run_1/final_congestion.png
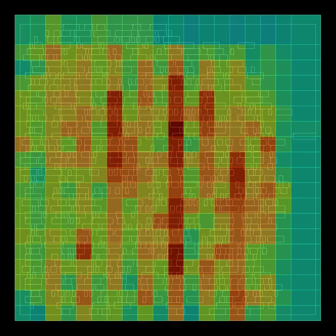
run_1/wire_density.png
Scale: 3 px per um. 28 x 28 tiles, from dark blue (low) to red (high), scaled to the fullest tile. Values are wire area over tile area, all layers added.
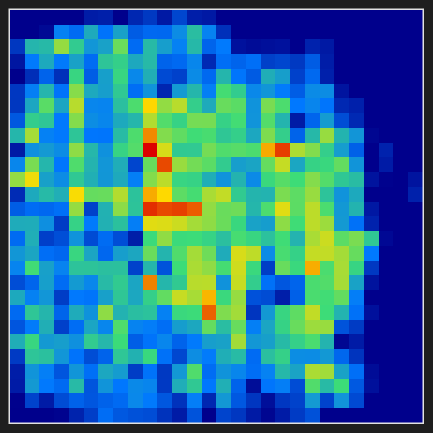
run_1/met2.png
Scale: 3 px per um.
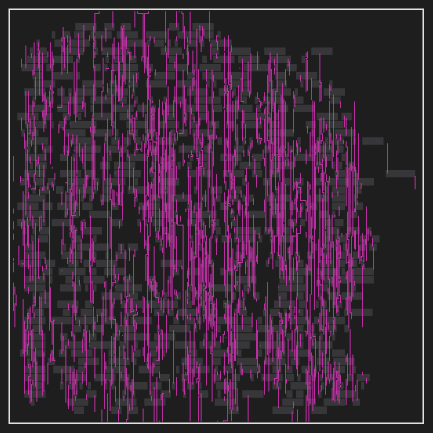
[src/rtl/gsensor_pkg.sv]
// Shared register-map constants and FSM encoding for the accelerometer SPI model.
// Imported by both the responder and the initiator side.
package gsensor_pkg;

   typedef enum logic [1:0] {
      ST_IDLE,
      ST_CMD,
      ST_RD,
      ST_WR
   } state_t;

   localparam logic [7:0] DEVID_DEFAULT = 8'hE5;

   localparam logic [5:0] ADDR_DEVID       = 6'h00;
   localparam logic [5:0] ADDR_BW_RATE     = 6'h2C;
   localparam logic [5:0] ADDR_POWER_CTL   = 6'h2D;
   localparam logic [5:0] ADDR_INT_ENABLE  = 6'h2E;
   localparam logic [5:0] ADDR_INT_SOURCE  = 6'h30;
   localparam logic [5:0] ADDR_DATA_FORMAT = 6'h31;
   localparam logic [5:0] ADDR_DATAX0      = 6'h32;
   localparam logic [5:0] ADDR_DATAX1      = 6'h33;
   localparam logic [5:0] ADDR_DATAY0      = 6'h34;
   localparam logic [5:0] ADDR_DATAY1      = 6'h35;
   localparam logic [5:0] ADDR_DATAZ0      = 6'h36;
   localparam logic [5:0] ADDR_DATAZ1      = 6'h37;

   localparam logic [7:0] BW_RATE_RESET     = 8'h0A;
   localparam logic [7:0] POWER_CTL_RESET   = 8'h00;
   localparam logic [7:0] INT_ENABLE_RESET  = 8'h00;
   localparam logic [7:0] DATA_FORMAT_RESET = 8'h00;

   localparam int RW_BIT         = 7;
   localparam int MB_BIT         = 6;
   localparam int MEASURE_BIT    = 3;
   localparam int DATA_READY_BIT = 7;

   function automatic logic is_data_addr(input logic [5:0] addr);
      return (addr >= ADDR_DATAX0) && (addr <= ADDR_DATAZ1);
   endfunction

endpackage

[src/rtl/spi_pin_sync.sv]
// Brings SCLK/CS_N/SDI into the clk domain and flags their edges; SDI is delayed
// through the same depth so it lines up with the SCLK rise pulse.
module spi_pin_sync #(
   parameter int SYNC_STAGES = 2
) (
   input  logic clk,
   input  logic spi_clk,
   input  logic spi_csn,
   input  logic spi_sdi,
   output logic sclk_rise,
   output logic sclk_fall,
   output logic csn_rise,
   output logic csn_fall,
   output logic sdi
);

   logic [SYNC_STAGES-1:0] sclk_sync;
   logic [SYNC_STAGES-1:0] csn_sync;
   logic [SYNC_STAGES-1:0] sdi_sync;
   logic                   sclk_prev;
   logic                   csn_prev;

   // NOTE: no reset here on purpose: the chains keep tracking the pins through a
   // reset, so a CS_N that is already low never produces a phantom falling edge.
   always_ff @(posedge clk) begin
      sclk_sync <= {sclk_sync[SYNC_STAGES-2:0], spi_clk};
      csn_sync  <= {csn_sync[SYNC_STAGES-2:0], spi_csn};
      sdi_sync  <= {sdi_sync[SYNC_STAGES-2:0], spi_sdi};
      sclk_prev <= sclk_sync[SYNC_STAGES-1];
      csn_prev  <= csn_sync[SYNC_STAGES-1];
   end

   assign sclk_rise = sclk_sync[SYNC_STAGES-1] & ~sclk_prev;
   assign sclk_fall = ~sclk_sync[SYNC_STAGES-1] & sclk_prev;
   assign csn_rise  = csn_sync[SYNC_STAGES-1] & ~csn_prev;
   assign csn_fall  = ~csn_sync[SYNC_STAGES-1] & csn_prev;
   assign sdi       = sdi_sync[SYNC_STAGES-1];

endmodule

[src/rtl/gsensor_spi_responder.sv]
// Mode-3 SPI responder emulating the accelerometer register map, with a
// coherent per-frame snapshot of the X/Y/Z samples and a data-ready interrupt.
module gsensor_spi_responder
   import gsensor_pkg::*;
#(
   parameter logic [7:0] DEVID       = DEVID_DEFAULT,
   parameter int         SYNC_STAGES = 2
) (
   input  logic        clk,
   input  logic        reset,
   input  logic        spi_clk,
   input  logic        spi_csn,
   input  logic        spi_sdi,
   output logic        spi_sdo,
   output logic        spi_sdo_oe,
   input  logic [15:0] sample_x,
   input  logic [15:0] sample_y,
   input  logic [15:0] sample_z,
   input  logic        sample_valid,
   output logic        int1,
   output logic        frame_err
);

   logic sclk_rise, sclk_fall, csn_rise, csn_fall, sdi;

   spi_pin_sync #(.SYNC_STAGES(SYNC_STAGES)) u_pin_sync (
      .clk       (clk),
      .spi_clk   (spi_clk),
      .spi_csn   (spi_csn),
      .spi_sdi   (spi_sdi),
      .sclk_rise (sclk_rise),
      .sclk_fall (sclk_fall),
      .csn_rise  (csn_rise),
      .csn_fall  (csn_fall),
      .sdi       (sdi)
   );

   state_t      state, state_next;
   logic [2:0]  bit_cnt;
   logic [6:0]  shift_in;
   logic [7:0]  rx_byte, sdo_shift, rd_data;
   logic [5:0]  addr, next_addr;
   logic        mb, byte_done, sdo_q, data_accessed;
   logic [7:0]  bw_rate, power_ctl, int_enable, data_format;
   logic        data_ready;
   logic [15:0] shadow_x, shadow_y, shadow_z;
   logic [15:0] frame_x, frame_y, frame_z;

   assign rx_byte   = {shift_in, sdi};
   assign byte_done = sclk_rise && (bit_cnt == 3'd7);

   // NOTE: sequential state uses <= so every flop samples pre-edge values.
   always_ff @(posedge clk) begin
      if (reset) state <= ST_IDLE;
      else       state <= state_next;
   end

   // NOTE: every output of a combinational block gets a default first, or a
   // missed branch would hold its old value and infer a latch.
   always_comb begin
      state_next = state;
      case (state)
         ST_IDLE: if (csn_fall) state_next = ST_CMD;
         ST_CMD: begin
            if (csn_rise)       state_next = ST_IDLE;
            else if (byte_done) state_next = rx_byte[RW_BIT] ? ST_RD : ST_WR;
         end
         default: if (csn_rise) state_next = ST_IDLE;
      endcase
   end

   // Address of the byte that starts after the current byte completes.
   always_comb begin
      next_addr = addr;
      if (state == ST_CMD) next_addr = rx_byte[5:0];
      else if (mb)         next_addr = addr + 6'd1;
   end

   always_comb begin
      rd_data = 8'h00;
      case (next_addr)
         ADDR_DEVID:       rd_data = DEVID;
         ADDR_BW_RATE:     rd_data = bw_rate;
         ADDR_POWER_CTL:   rd_data = power_ctl;
         ADDR_INT_ENABLE:  rd_data = int_enable;
         ADDR_INT_SOURCE:  rd_data = {data_ready, 7'b0};
         ADDR_DATA_FORMAT: rd_data = data_format;
         ADDR_DATAX0:      rd_data = frame_x[7:0];
         ADDR_DATAX1:      rd_data = frame_x[15:8];
         ADDR_DATAY0:      rd_data = frame_y[7:0];
         ADDR_DATAY1:      rd_data = frame_y[15:8];
         ADDR_DATAZ0:      rd_data = frame_z[7:0];
         ADDR_DATAZ1:      rd_data = frame_z[15:8];
         default:          rd_data = 8'h00;
      endcase
   end

   always_ff @(posedge clk) begin
      if (reset) begin
         bit_cnt       <= '0;
         shift_in      <= '0;
         addr          <= '0;
         mb            <= 1'b0;
         sdo_shift     <= '0;
         sdo_q         <= 1'b0;
         data_accessed <= 1'b0;
         bw_rate       <= BW_RATE_RESET;
         power_ctl     <= POWER_CTL_RESET;
         int_enable    <= INT_ENABLE_RESET;
         data_format   <= DATA_FORMAT_RESET;
         data_ready    <= 1'b0;
         shadow_x      <= '0;
         shadow_y      <= '0;
         shadow_z      <= '0;
         frame_x       <= '0;
         frame_y       <= '0;
         frame_z       <= '0;
         int1          <= 1'b0;
         frame_err     <= 1'b0;
      end else begin
         frame_err <= 1'b0;
         int1      <= data_ready & int_enable[DATA_READY_BIT];
         if (sample_valid) begin
            shadow_x <= sample_x;
            shadow_y <= sample_y;
            shadow_z <= sample_z;
         end

         if (state == ST_IDLE) begin
            sdo_q <= 1'b0;
            if (csn_fall) begin
               bit_cnt       <= '0;
               data_accessed <= 1'b0;
               frame_x       <= sample_valid ? sample_x : shadow_x;
               frame_y       <= sample_valid ? sample_y : shadow_y;
               frame_z       <= sample_valid ? sample_z : shadow_z;
            end
         end else if (csn_rise) begin
            bit_cnt <= '0;
            if (bit_cnt != 3'd0) frame_err <= 1'b1;
            if (state == ST_RD && data_accessed) data_ready <= 1'b0;
         end else begin
            if (sclk_rise) begin
               shift_in <= rx_byte[6:0];
               bit_cnt  <= bit_cnt + 3'd1;
            end
            if (byte_done) begin
               addr <= next_addr;
               if (state == ST_CMD) mb <= rx_byte[MB_BIT];
               if ((state == ST_CMD && rx_byte[RW_BIT]) || state == ST_RD) sdo_shift <= rd_data;
               if (state == ST_WR) begin
                  case (addr)
                     ADDR_BW_RATE:     bw_rate     <= rx_byte;
                     ADDR_POWER_CTL:   power_ctl   <= rx_byte;
                     ADDR_INT_ENABLE:  int_enable  <= rx_byte;
                     ADDR_DATA_FORMAT: data_format <= rx_byte;
                     default: ;
                  endcase
               end
            end
            if (sclk_fall && state == ST_RD) begin
               sdo_q     <= sdo_shift[7];
               sdo_shift <= {sdo_shift[6:0], 1'b0};
               if (bit_cnt == 3'd0 && is_data_addr(addr)) data_accessed <= 1'b1;
            end
         end

         // A new sample outranks a same-cycle end-of-read clear.
         if (sample_valid && power_ctl[MEASURE_BIT]) data_ready <= 1'b1;
      end
   end

   assign spi_sdo_oe = (state == ST_RD);
   assign spi_sdo    = sdo_q & spi_sdo_oe;

endmodule

[config.mk]
export PLATFORM = sky130hd
export DESIGN_NAME = gsensor_spi_responder
export DESIGN_NICKNAME = d
export VERILOG_FILES = /design/src/rtl/gsensor_pkg.sv /design/src/rtl/spi_pin_sync.sv /design/src/rtl/gsensor_spi_responder.sv
export SDC_FILE = /design/constraint.sdc
export NUM_CORES = 1
export LEC_CHECK = 0
export CAP_MARGIN = 40
export CELL_PAD_IN_SITES_DETAIL_PLACEMENT = 1
export CELL_PAD_IN_SITES_GLOBAL_PLACEMENT = 2
export CORE_MARGIN = 2
export CORE_UTILIZATION = 40
export DETAILED_ROUTE_END_ITERATION = 10
export DONT_BUFFER_PORTS = 1
export PLACE_DENSITY = 0.85
export SLEW_MARGIN = 30
export SYNTH_ARGS = -nofsm -noshare
export SYNTH_HDL_FRONTEND = slang
export SYNTH_HIERARCHICAL = 1
export SYNTH_SLANG_ARGS = --single-unit
[constraint.sdc]
create_clock -name clk -period 3.6 [get_ports clk]
set_input_delay 0.54 -clock clk [delete_from_list [all_inputs] [get_ports clk]]
set_output_delay 0.54 -clock clk [all_outputs]
set_load 0.1 [all_outputs]
==> run summary, run 1 <==
status: finished clean
cycle use final: 82.33%
Post-CTS Setup Repair Bufs: 0
Non-Clock Buffer Count: 11
Reg clk slew, reported paths: 0.07 ns
antenna-violating nets left: 0
final max-slew violation count: 0
initial antenna violation count: 0
mux share: 15.62%
overall power: 4.034 mW
switching share of power: 23.43%
worst reg-to-reg path cell count: 9
hold depth: 0
clock net sink count: 168
Leak: 3.149 nW
Vias: 5,342
Post-synth EDFFs: 0
Chip Width: 137.5 um
Iter 0 DRT Violations: 343
crit path DRT: 3.93 ns
clk_buf instances: 20
top cells by area: dfxtp_1 47%, mux2i_1 13%, nor2_1 9.4%
top post-synthesis cells by count: 178 x nor2_1, 168 x dfxtp_1, 96 x mux2i_1
flop count: 168
mapped cell area: 7129 um2
clk buf depth: 2
Final clock-cell share: 7.499%
Top cell area share: 47.17%
Log Warnings: 33
MaxCap Viol Count: 0
fillers: 1,968
final setup fails: 0
CTS tree: built
Top Consumer: registers
Worst setup startpoint: addr[1]
largest net degree at the start of global routing: 161
Back to the opening pictures, final_congestion.png:
GRT met2 Usage: 35.57%
final core utilization: 45.28%
routed wire length per instance: 18.98 um

Back to the opening pictures, wire_density.png:
emptiest ninth of the die: north-east
nearly empty tiles: 19%
mean over tiles: 0.15
All-Layer GR Usage: 20.86%
total wire length: 18,500 um

Back to the opening pictures, met2.png:
share of all routed wire: 50%
wire length on this layer: 9,170 um
main direction: vertical
nets with wire on the layer: 711
longest straight run: 69.4 um

run 1: flip-flops by register name, indices dropped and copies added, names as in the netlist, 8 cells and up:
name and count:
data_format 8, shadow_y 16, frame_y 16, sdo_shift 8, shadow_z 16, shadow_x 16, int_enable 8, frame_x 16
power_ctl 8, bw_rate 8, frame_z 16
run 1: per-layer routing:
metal	vias up	wire (um)	global-route usage, %
li1	2636	-	-
met1	2606	8422	26.07
met2	75	9169	35.57
met3	25	527	4.010
met4	0	382	7.904
met5	-	0	0
run 1: critical path: cells and delay by family, from the launching register on:
kind,cells,cell delay [ns]
fa+ha+maj,1,0.25
xor+xnor,1,0.19
compound gates,4,1.07
simple gates,3,0.80
flops,1,0.55
## Run 2: what changed since run 1
- clock period: 3.6 -> 2.92 ns (I/O delays scaled with it)
==> run summary, run 2 <==
clk buf depth: 2 (unchanged)
Iter 0 DRT Violations: 265 (was 343)
Post-synth EDFFs: 0 (unchanged)
mapped cell area: 7129 um2 (unchanged)
gpl congestion: 0.9027 (was 0.8745)
switching share of power: 23.87% (was 23.43%)
Log Warnings: 33 (unchanged)
top cells by area: dfxtp_1 47%, mux2i_1 13%, nor2_1 9.4% (unchanged)
detailed route wirelength on metal2: 9229 um (was 9169 um)
cycle use final: 92.09% (was 82.33%)
Top Consumer: registers (unchanged)
MaxCap Viol Count: 0 (unchanged)
initial antenna violation count: 0 (unchanged)
final setup fails: 0 (unchanged)
overall power: 5.114 mW (was 4.034 mW)
Worst Hold Class: in -> reg (unchanged)
wire length on met1: 8405 um (was 8422 um)
antenna-violating nets left: 0 (unchanged)
top post-synthesis cells by count: 178 x nor2_1, 168 x dfxtp_1, 96 x mux2i_1 (unchanged)
routed wire length per instance: 18.99 um (was 18.98 um)
Top cell area share: 47.17% (unchanged)
Chip Width: 137.5 um (unchanged)
All-Layer GR Usage: 20.78% (was 20.86%)
largest net degree at the start of global routing: 161 (unchanged)
clock net sink count: 168 (unchanged)
crit path DRT: 3.25 ns (was 3.93 ns)
CTS tree: built (unchanged)
mux share: 15.62% (unchanged)
DP Cell Count: 951 (was 942)
total wire length: 18,670 um (was 18,500 um)
Warnings, synthesis: 6 (unchanged)
met3 WL: 464 um (was 527 um)
CP delay by family, top: AND-OR/OR-AND gates (unchanged)
final max-slew violation count: 0 (unchanged)
# rows: 48 (unchanged)
status: finished clean (unchanged)
uppermost layer routed: met4 (unchanged)
Reg clk slew, reported paths: 0.07 ns (about the same)
Congestion Overflow GR: 0 (unchanged)
==> run 2: cell counts after synthesis <==
No cell type changed its count.
==> run 2: area by class of cell <==
cell class | instances | area (um2)
Clock buffer | 17 | 425.4
Timing Repair Buffer | 19 | 170.2
Clock inverter | 15 | 206.4
Tap cell | 225 | 281.5
Multi-Input combinational cell | 532 | 3468
Inverter | 7 | 26.28
Fill cell | 1969 | 9413
Sequential cell | 168 | 3366
==> run 2: path summary, 6_finish.rpt <==
check | to | depth (start not counted) | slack [ns] | startpoint
min | u_pin_sync/csn_sync[0] | 0 | 0.03 | spi_csn
max | sdo_shift[6] | 10 | 0.23 | addr[0]
min reg2reg | u_pin_sync/sdi_sync[1] | 0 | 0.33 | u_pin_sync/sdi_sync[0]
max reg2reg | sdo_shift[6] | 10 | 0.23 | addr[0]
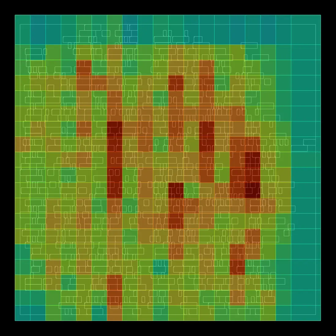
run_2/final_congestion.png
GRT Max-Usage Layer: met2
grt met1 use: 25.59%
GRT met2 Usage: 35.30%
final core utilization: 45.77%

## Run 3: what changed since run 2
- REMOVE_ABC_BUFFERS: unset -> 1
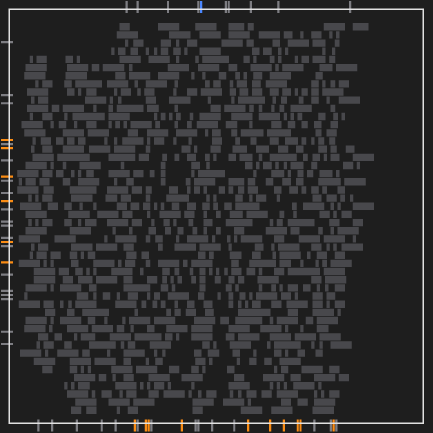
run_3/pins.png
Scale: 3 px per um. Pins as bars across the die edge, other pins in gray.
legend:
  orange:
    port: sample_x
    pins: 16
    direction: input
    edge: 10 south, 6 west
  blue:
    port: spi_csn
    pins: 1
    direction: input
    edge: north
all pins by edge: 24 west, 24 south, 10 north
Chip Height: 137.5 um
# port buffers: 0
Chip Width: 137.5 um

==> run summary, run 3 <==
uppermost layer routed: met4 (unchanged)
switching share of power: 22.89% (was 23.87%)
Reg clk slew, reported paths: 0.07 ns (about the same)
internal reg-to-reg setup slack: 0.15 ns (was 0.23 ns)
final max-slew violation count: 0 (unchanged)
clk buf depth: 2 (unchanged)
r2r endpoint: sdo_shift[2] (was sdo_shift[6])
gpl congestion: 0.8576 (was 0.9027)
top post-synthesis cells by count: 178 x nor2_1, 168 x dfxtp_1, 96 x mux2i_1 (unchanged)
CTS tree: built (unchanged)
wire length on met1: 8317 um (was 8405 um)
hold depth: 0 (unchanged)
CP delay by family, top: AND-OR/OR-AND gates (unchanged)
clock net sink count: 168 (unchanged)
critical path depth: 10 (unchanged)
Post-CTS Setup Repair Bufs: 0 (unchanged)
met3 WL: 802 um (was 464 um)
Top cell area share: 47.17% (unchanged)
mux share: 15.62% (unchanged)
initial antenna violation count: 0 (unchanged)
Iter 0 DRT Violations: 388 (was 265)
status: finished clean (unchanged)
All-Layer GR Usage: 21.42% (was 20.78%)
DP Cell Count: 954 (was 951)
MaxCap Viol Count: 0 (unchanged)
detailed route wirelength on metal2: 9699 um (was 9229 um)
Warnings, synthesis: 6 (unchanged)
GRT Max-Usage Layer: met2 (unchanged)
cycle use final: 94.69% (was 92.09%)
Log Warnings: 32 (was 33)
antenna-violating nets left: 0 (unchanged)
worst setup path endpoint: sdo_shift[2] (was sdo_shift[6])
Worst setup startpoint: addr[0] (unchanged)
routed wire length per instance: 19.40 um (was 18.99 um)
final core utilization: 45.96% (was 45.77%)
CP bufs+invs: 1 (unchanged)
==> run 3: cell counts after synthesis <==
Identical to the previous run, type by type.
==> run 3: cell type report <==
type | instances | area, um2
Fill cell | 1945 | 9379
Multi-Input combinational cell | 532 | 3468
Sequential cell | 168 | 3364
Clock buffer | 20 | 456.7
Tap cell | 225 | 281.5
Timing Repair Buffer | 22 | 192.7
Clock inverter | 12 | 187.7
Inverter | 7 | 26.28
==> run 3: through the flow <==
step	setup slack, ns	power (mW)
floorplan	-0.4244	2.693
global placement	0.3133	2.770
detailed placement	0.07112	2.787
CTS	0.05981	5.246
global route	-0.02798	5.388
finish	0.1549	5.201
No activity file was given, so power comes from the tool's default toggle rates.
